**Gate-type map**

Bar = 20 um.
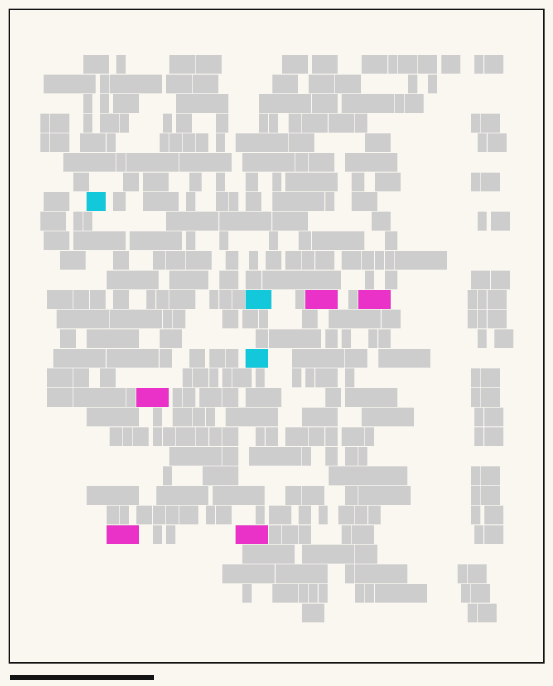
**Sizing map**

Bar = 20 um.
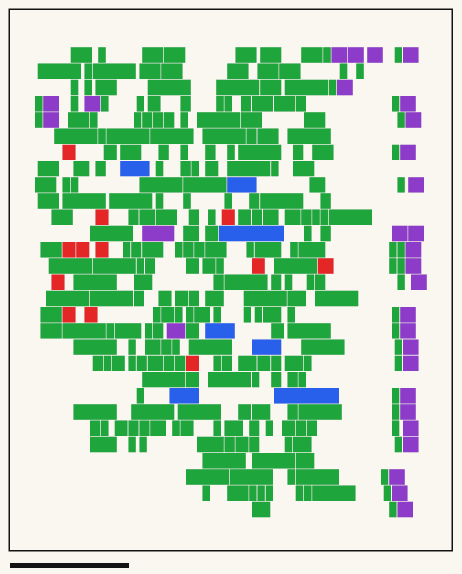
--- src/rtl/keypad_scanner_pkg.sv ---
// -----------------------------------------------------------------------------
// keypad_scanner_pkg
// Shared definitions for the 4x4 keypad scanner: FSM state encoding, the
// column strobe start value, the all-released row pattern, and two helpers
// for locating a low bit and rotating the active-low column strobe.
// -----------------------------------------------------------------------------
package keypad_scanner_pkg;

    typedef enum logic [1:0] {
        SCAN     = 2'd0,
        DEBOUNCE = 2'd1,
        HELD     = 2'd2
    } state_t;

    localparam logic [3:0] COL_INIT = 4'b1110;
    localparam logic [3:0] KEY_IDLE = 4'b1111;

    // Index of the lowest zero bit; returns 0 when no bit is low.
    function automatic logic [1:0] low_index(input logic [3:0] v);
        logic [1:0] idx;
        if (!v[0])      idx = 2'd0;
        else if (!v[1]) idx = 2'd1;
        else if (!v[2]) idx = 2'd2;
        else if (!v[3]) idx = 2'd3;
        else            idx = 2'd0;
        return idx;
    endfunction

    // Move the single low bit one position up, wrapping 0111 -> 1110.
    function automatic logic [3:0] rotate_col(input logic [3:0] v);
        return {v[2:0], v[3]};
    endfunction

endpackage

--- src/rtl/scan_tick_gen.sv ---
// -----------------------------------------------------------------------------
// scan_tick_gen
// Free-running divider producing a one-cycle tick every 2^SCAN_DIV_W cycles.
// Shared by the keypad scanner and the display scanner.
// Ports:
//   clk  - system clock
//   rst  - synchronous active-high reset (divider returns to 0)
//   tick - high for one cycle whenever the divider is all-ones
// -----------------------------------------------------------------------------
module scan_tick_gen #(
    parameter int SCAN_DIV_W = 12
) (
    input  logic clk,
    input  logic rst,
    output logic tick
);

    logic [SCAN_DIV_W-1:0] r_div;

    always_ff @(posedge clk) begin
        if (rst) begin
            r_div <= '0;
        end else begin
            r_div <= r_div + SCAN_DIV_W'(1);
        end
    end

    assign tick = &r_div;

endmodule

--- src/rtl/keypad_scanner.sv ---
// -----------------------------------------------------------------------------
// keypad_scanner
// Drives a 4x4 matrix keypad with a rotating active-low column strobe, reads
// the active-low rows through a 2-flop synchronizer, debounces press and
// release on scan ticks, and emits one hex code per accepted press. Codes
// are folded into a 32-bit value register.
//
// Build option: KEYPAD_ACC_EN
//   defined   - each accepted code shifts into value from the bottom
//   undefined - value holds only the most recent code
//
// Ports:
//   clk       - system clock
//   rst       - synchronous active-high reset
//   row_n     - keypad rows, active-low, asynchronous to clk
//   col_n     - column strobe, active-low, exactly one bit low
//   clr       - single-cycle clear of value (wins over a same-cycle key)
//   key_valid - one-cycle pulse per accepted press
//   key_code  - last accepted key, row*4 + col
//   key_down  - high from acceptance until release is confirmed
//   value     - accumulated digits
//   dbg_state - current FSM state
//
// Handshake: key_valid is a strobe with no back-pressure; key_code is valid
// in the key_valid cycle and holds until the next accepted press.
// -----------------------------------------------------------------------------
module keypad_scanner
    import keypad_scanner_pkg::*;
#(
    parameter int SCAN_DIV_W   = 12,
    parameter int DEBOUNCE_CNT = 4
) (
    input  logic        clk,
    input  logic        rst,
    input  logic [3:0]  row_n,
    output logic [3:0]  col_n,
    input  logic        clr,
    output logic        key_valid,
    output logic [3:0]  key_code,
    output logic        key_down,
    output logic [31:0] value,
    output state_t      dbg_state
);

    localparam logic [3:0] DB_MAX = 4'(DEBOUNCE_CNT);

    logic        w_tick;

    logic [3:0]  r_sync1;
    logic [3:0]  r_rows_s;
    state_t      r_state;
    logic [3:0]  r_col_n;
    logic [1:0]  r_row;
    logic [3:0]  r_cnt;
    logic [3:0]  r_rcnt;
    logic        r_valid;
    logic [3:0]  r_code;
    logic        r_down;
    logic [31:0] r_value;

    state_t      w_state_nxt;
    logic [3:0]  w_col_nxt;
    logic [1:0]  w_row_nxt;
    logic [3:0]  w_cnt_nxt;
    logic [3:0]  w_rcnt_nxt;
    logic        w_valid_nxt;
    logic [3:0]  w_code_nxt;
    logic        w_down_nxt;
    logic [31:0] w_value_nxt;
    logic [1:0]  w_col_idx;

    scan_tick_gen #(
        .SCAN_DIV_W (SCAN_DIV_W)
    ) u_tick (
        .clk  (clk),
        .rst  (rst),
        .tick (w_tick)
    );

    always_ff @(posedge clk) begin
        if (rst) begin
            r_sync1  <= KEY_IDLE;
            r_rows_s <= KEY_IDLE;
            r_state  <= SCAN;
            r_col_n  <= COL_INIT;
            r_row    <= 2'd0;
            r_cnt    <= 4'd0;
            r_rcnt   <= 4'd0;
            r_valid  <= 1'b0;
            r_code   <= 4'd0;
            r_down   <= 1'b0;
            r_value  <= 32'd0;
        end else begin
            r_sync1  <= row_n;
            r_rows_s <= r_sync1;
            r_state  <= w_state_nxt;
            r_col_n  <= w_col_nxt;
            r_row    <= w_row_nxt;
            r_cnt    <= w_cnt_nxt;
            r_rcnt   <= w_rcnt_nxt;
            r_valid  <= w_valid_nxt;
            r_code   <= w_code_nxt;
            r_down   <= w_down_nxt;
            r_value  <= w_value_nxt;
        end
    end

    always_comb begin
        w_state_nxt = r_state;
        w_col_nxt   = r_col_n;
        w_row_nxt   = r_row;
        w_cnt_nxt   = r_cnt;
        w_rcnt_nxt  = r_rcnt;
        w_valid_nxt = 1'b0;
        w_code_nxt  = r_code;
        w_down_nxt  = r_down;
        w_col_idx   = low_index(r_col_n);

        case (r_state)
            SCAN: begin
                if (w_tick) begin
                    if (r_rows_s == KEY_IDLE) begin
                        w_col_nxt = rotate_col(r_col_n);
                    end else begin
                        w_row_nxt   = low_index(r_rows_s);
                        w_cnt_nxt   = 4'd0;
                        w_state_nxt = DEBOUNCE;
                    end
                end
            end
            DEBOUNCE: begin
                // Acceptance is taken the cycle after the count is reached,
                // independent of tick, so key_valid lands one cycle later.
                if (r_cnt == DB_MAX) begin
                    w_valid_nxt = 1'b1;
                    w_code_nxt  = {r_row, w_col_idx};
                    w_down_nxt  = 1'b1;
                    w_rcnt_nxt  = 4'd0;
                    w_state_nxt = HELD;
                end else if (w_tick) begin
                    if (!r_rows_s[r_row]) begin
                        w_cnt_nxt = r_cnt + 4'd1;
                    end else begin
                        w_col_nxt   = rotate_col(r_col_n);
                        w_state_nxt = SCAN;
                    end
                end
            end
            HELD: begin
                // Any low row in the frozen column restarts the release count,
                // so a second key only delays release and never re-triggers.
                if (r_rcnt == DB_MAX) begin
                    w_down_nxt  = 1'b0;
                    w_col_nxt   = rotate_col(r_col_n);
                    w_state_nxt = SCAN;
                end else if (w_tick) begin
                    if (r_rows_s == KEY_IDLE) begin
                        w_rcnt_nxt = r_rcnt + 4'd1;
                    end else begin
                        w_rcnt_nxt = 4'd0;
                    end
                end
            end
            default: begin
                w_state_nxt = SCAN;
                w_col_nxt   = COL_INIT;
            end
        endcase

        if (clr) begin
            w_value_nxt = 32'd0;
        end else if (r_valid) begin
`ifdef KEYPAD_ACC_EN
            w_value_nxt = {r_value[27:0], r_code};
`else
            w_value_nxt = {28'd0, r_code};
`endif
        end else begin
            w_value_nxt = r_value;
        end
    end

    assign col_n     = r_col_n;
    assign key_valid = r_valid;
    assign key_code  = r_code;
    assign key_down  = r_down;
    assign value     = r_value;
    assign dbg_state = r_state;

endmodule

--- config.mk ---
export PLATFORM = sky130hd
export DESIGN_NAME = keypad_scanner
export DESIGN_NICKNAME = d
export VERILOG_FILES = /design/src/rtl/keypad_scanner_pkg.sv /design/src/rtl/scan_tick_gen.sv /design/src/rtl/keypad_scanner.sv
export SDC_FILE = /design/constraint.sdc
export NUM_CORES = 1
export LEC_CHECK = 0
export CAP_MARGIN = 20
export CORE_ASPECT_RATIO = 1.25
export CORE_MARGIN = 4
export CORE_UTILIZATION = 40
export CTS_CLUSTER_DIAMETER = 60
export DETAILED_ROUTE_END_ITERATION = 16
export GPL_TIMING_DRIVEN = 0
export PLACE_DENSITY_LB_ADDON = 0.3
export SYNTH_ARGS = -nofsm -noshare
export SYNTH_HDL_FRONTEND = slang
export SYNTH_SLANG_ARGS = --single-unit
--- constraint.sdc ---
create_clock -name clk -period 5.7 [get_ports clk]
set_input_delay 1.425 -clock clk [delete_from_list [all_inputs] [get_ports clk]]
set_output_delay 1.425 -clock clk [all_outputs]
set_load 0.02 [all_outputs]
==> results.json <==
{
  "first_global_vias": 1543,
  "fp.dieH_um": 90.5,
  "biggestCellCategory": "multi-input combinational cells",
  "final-setup-viol-count": 0,
  "netlist_top_cells_area": "dfxtp_1 (42%), buf_4 (9.6%), mux2i_1 (4.6%)",
  "logic_depth_of_the_worst_register_to_register_path": 6,
  "postCtsResizedCells": 0,
  "min_period_over_period_pct": 51.1,
  "max_flop_register": "u_tick.r_div",
  "synth.distinct_cells": 36,
  "fin_skew_ns": 0.00835,
  "synth_largest_type_area_fraction_pct": 42.3,
  "setup_tns_ns": 0,
  "synth.cell_area_sq_mm": 0.00218,
  "route.detailed.vias_per_inst": 4.61,
  "cts.htree.levels": 2,
  "ir_worst_vdd_uv": 185,
  "dpl_cell_area_sq_mm": 0.00258,
  "comb.multi_input.count": 191,
  "cts.sink_count": 46,
  "cts-root-buf": "clkbuf_8",
  "synthesis_area_per_yosys_sq_mm": 0.00218,
  "max_slew_margin_pct": 47.9,
  "crit_chain": "clkdlybuf4s50_1",
  "cts_buffers": 5,
  "number_of_antenna_violations_at_the_first_check_in_global_routing": 0,
  "status": "completed",
  "drt-pass1-iter-count": 4,
  "slew_violations": 0,
  "max-cap-violations": 0,
  "place_inst": 369,
  "path_max_fanout": 9,
  "worstReg2RegEnd": "r_cnt[3]",
  "syn_area_per_cell_sq_um": 8.44,
  "clockBufferCount": 5,
  "synthDominantAreaCellType": "dfxtp_1",
  "detail-route-antenna-nets": 0,
  "via_count": 1738,
  "post-cts-setup-buffer-count": 0,
  "layout.buffer.nonclock.area_share_pct": 16.8,
  "timing.critical_path.arrival_ns": 1.49,
  "worstSetupStartpointType": "register",
  "post-dp-hpwl_mm": 3.12,
  "timing.hold.worst_endpoint": "r_rows_s[1]",
  "layout.sequential_cells": 46,
  "routed_wirelength_mm": 4.15,
  "tritoncts": "built",
  "r2r_slack_ns": 3.39,
  "timing.hold.worst.class": "register to register",
  "tap_cells": 62,
  "largest_reg_flops": 12,
  "post_synth_most_frequent_cells": "dfxtp_1 (46), buf_4 (28), nor2_1 (25)",
  "post-route-util_pct": 52.3,
  "min_delay_path_depth": 1,
  "postSynth.asyncResetShare_pct": 0,
  "fmaxAchievable_mhz": 343,
  "criticalPathCategory": "register to output port",
  "worstPathBufferInverterCount": 1,
  "clock_cell_area_share_pct": 5.07,
  "most-common-layout-cells": "dfxtp_1 (46), buf_4 (28), conb_1 (28)",
  "worstSetupEndpoint": "dbg_state[1]",
  "detail_route.wl_per_cell_um": 11.0,
  "post-synth-top-count-cell": "dfxtp_1",
  "cts_hold_repair.buffers": 0,
  "synth_seq_share_pct": 42.3,
  "die_x_um": 74.0,
  "insertion_delay_ns": 0.30,
  "critical-path-top-delay-family": "buffers and inverters",
  "fin_worst_hold_slack_ns": 0.417,
  "ioPinCount": 51,
  "inverters": 13,
  "seq_area_share_pct": 33.9,
  "first_pass_grt_wire_length_mm": 7.06,
  "layout.nets": 326,
  "core_util_floorplan_pct": 42.0,
  "cts.clk_slew.worst_paths_ns": 0.09,
  "unrepaired_setup_endpoints_after_global_routing": "no",
  "layout.filler_cells": 500,
  "gp_congestion": 0.856,
  "gr_overflow_total": 0,
  "leakage_nw": 1.07,
  "number_of_warnings_the_tools_reported": 28,
  "antennaDiodeCount": 0,
  "reg2reg_from": "u_tick.r_div[0]",
  "rows": 29,
  "timing_worst_slew_pin_value_ns": 0.776,
  "area.sequential_sq_um": 921,
  "multi_input_combinational_cell_area_sq_mm": 0.00107,
  "layout-drive-gt1-share_pct": 15.6,
  "crit_cells": 1,
  "core_area_sq_mm": 0.00519,
  "all_layer_global_routing_usage_pct": 13.4,
  "end_kind": "output port",
  "yosysCellCount": 258,
  "grt_start_max_net_pins": 16,
  "hold_violations": 0,
  "power_density_mw_per_mm2": 246,
  "cell_with_the_largest_stage_delay_on_the_worst_path": "clkdlybuf4s50_1",
  "placement.setup.worst_slack_ns": 2.71,
  "synth_flops": 46,
  "crit_required_ns": 4.28,
  "total_power_uw": 668,
  "worstSetupStartpoint": "dbg_state[1]",
  "clock_tree.buffer_depth": 2,
  "detail_route.iter0.violations": 54,
  "post-route-min-period_ns": 2.91,
  "placement.io_buffers": 22,
  "slowest_delay_ns": 0.67,
  "netlist_instances": 258,
  "edf_count": 0
}
Back to the opening pictures, 'gate-type map':
fa/ha/maj cells: in magenta, cells 5, most used ha_1. non-inverting ao/oa cells: in cyan, cells 3.
fraction of area in multi-input gates: 39.5%
final instance count without filler cells: 377
most used logic cell in the final layout: dfxtp_1

Back to the opening pictures, 'sizing map':
_3 and _4 cells: in purple, cells 30, share 9.5%, most used buf_4. _2 cells: in red, cells 12, share 3.8%, most used or2_2. _0 and _1 cells: in green, cells 266, share 84%, most used dfxtp_1. _6 and larger: in blue, cells 7, share 2.2%, most used clkbuf_8.
setup ws final: 2.79 ns
Non-Clock Buffer Count: 57
area of all placed cells without fillers: 0.00272 sq mm
Area Growth Syn to Fin: 24.6%

-- cells by family (layout without fill, tap and decap cells) --
group,Yosys count,count (layout),share of synthesized area (%)
multiplexers,11,11,5.28
buffers and inverters,48,78,13.1
adder cells (fa/ha/maj),5,5,2.87
flip-flops,46,46,42.3
other,1,28,0.172
AND-OR/OR-AND,32,32,8.16
XOR/XNOR,9,9,3.62
AND/OR/NAND/NOR,106,106,24.5
-- per-layer routing --
metal | GRT usage, % | wire length [um]
met1 | 16.0 | 1790
met2 | 22.2 | 2070
met3 | 3.01 | 213
met4 | 6.19 | 70
met5 | 0 | 0
-- power breakdown --
group / internal (mW) / switching, mW / total [mW]
clock network: 0.176 / 0.111 / 0.286
registers: 0.325 / 0.00289 / 0.328
logic: 0.0231 / 0.0300 / 0.0531
Power and IR drop assume default switching activity.
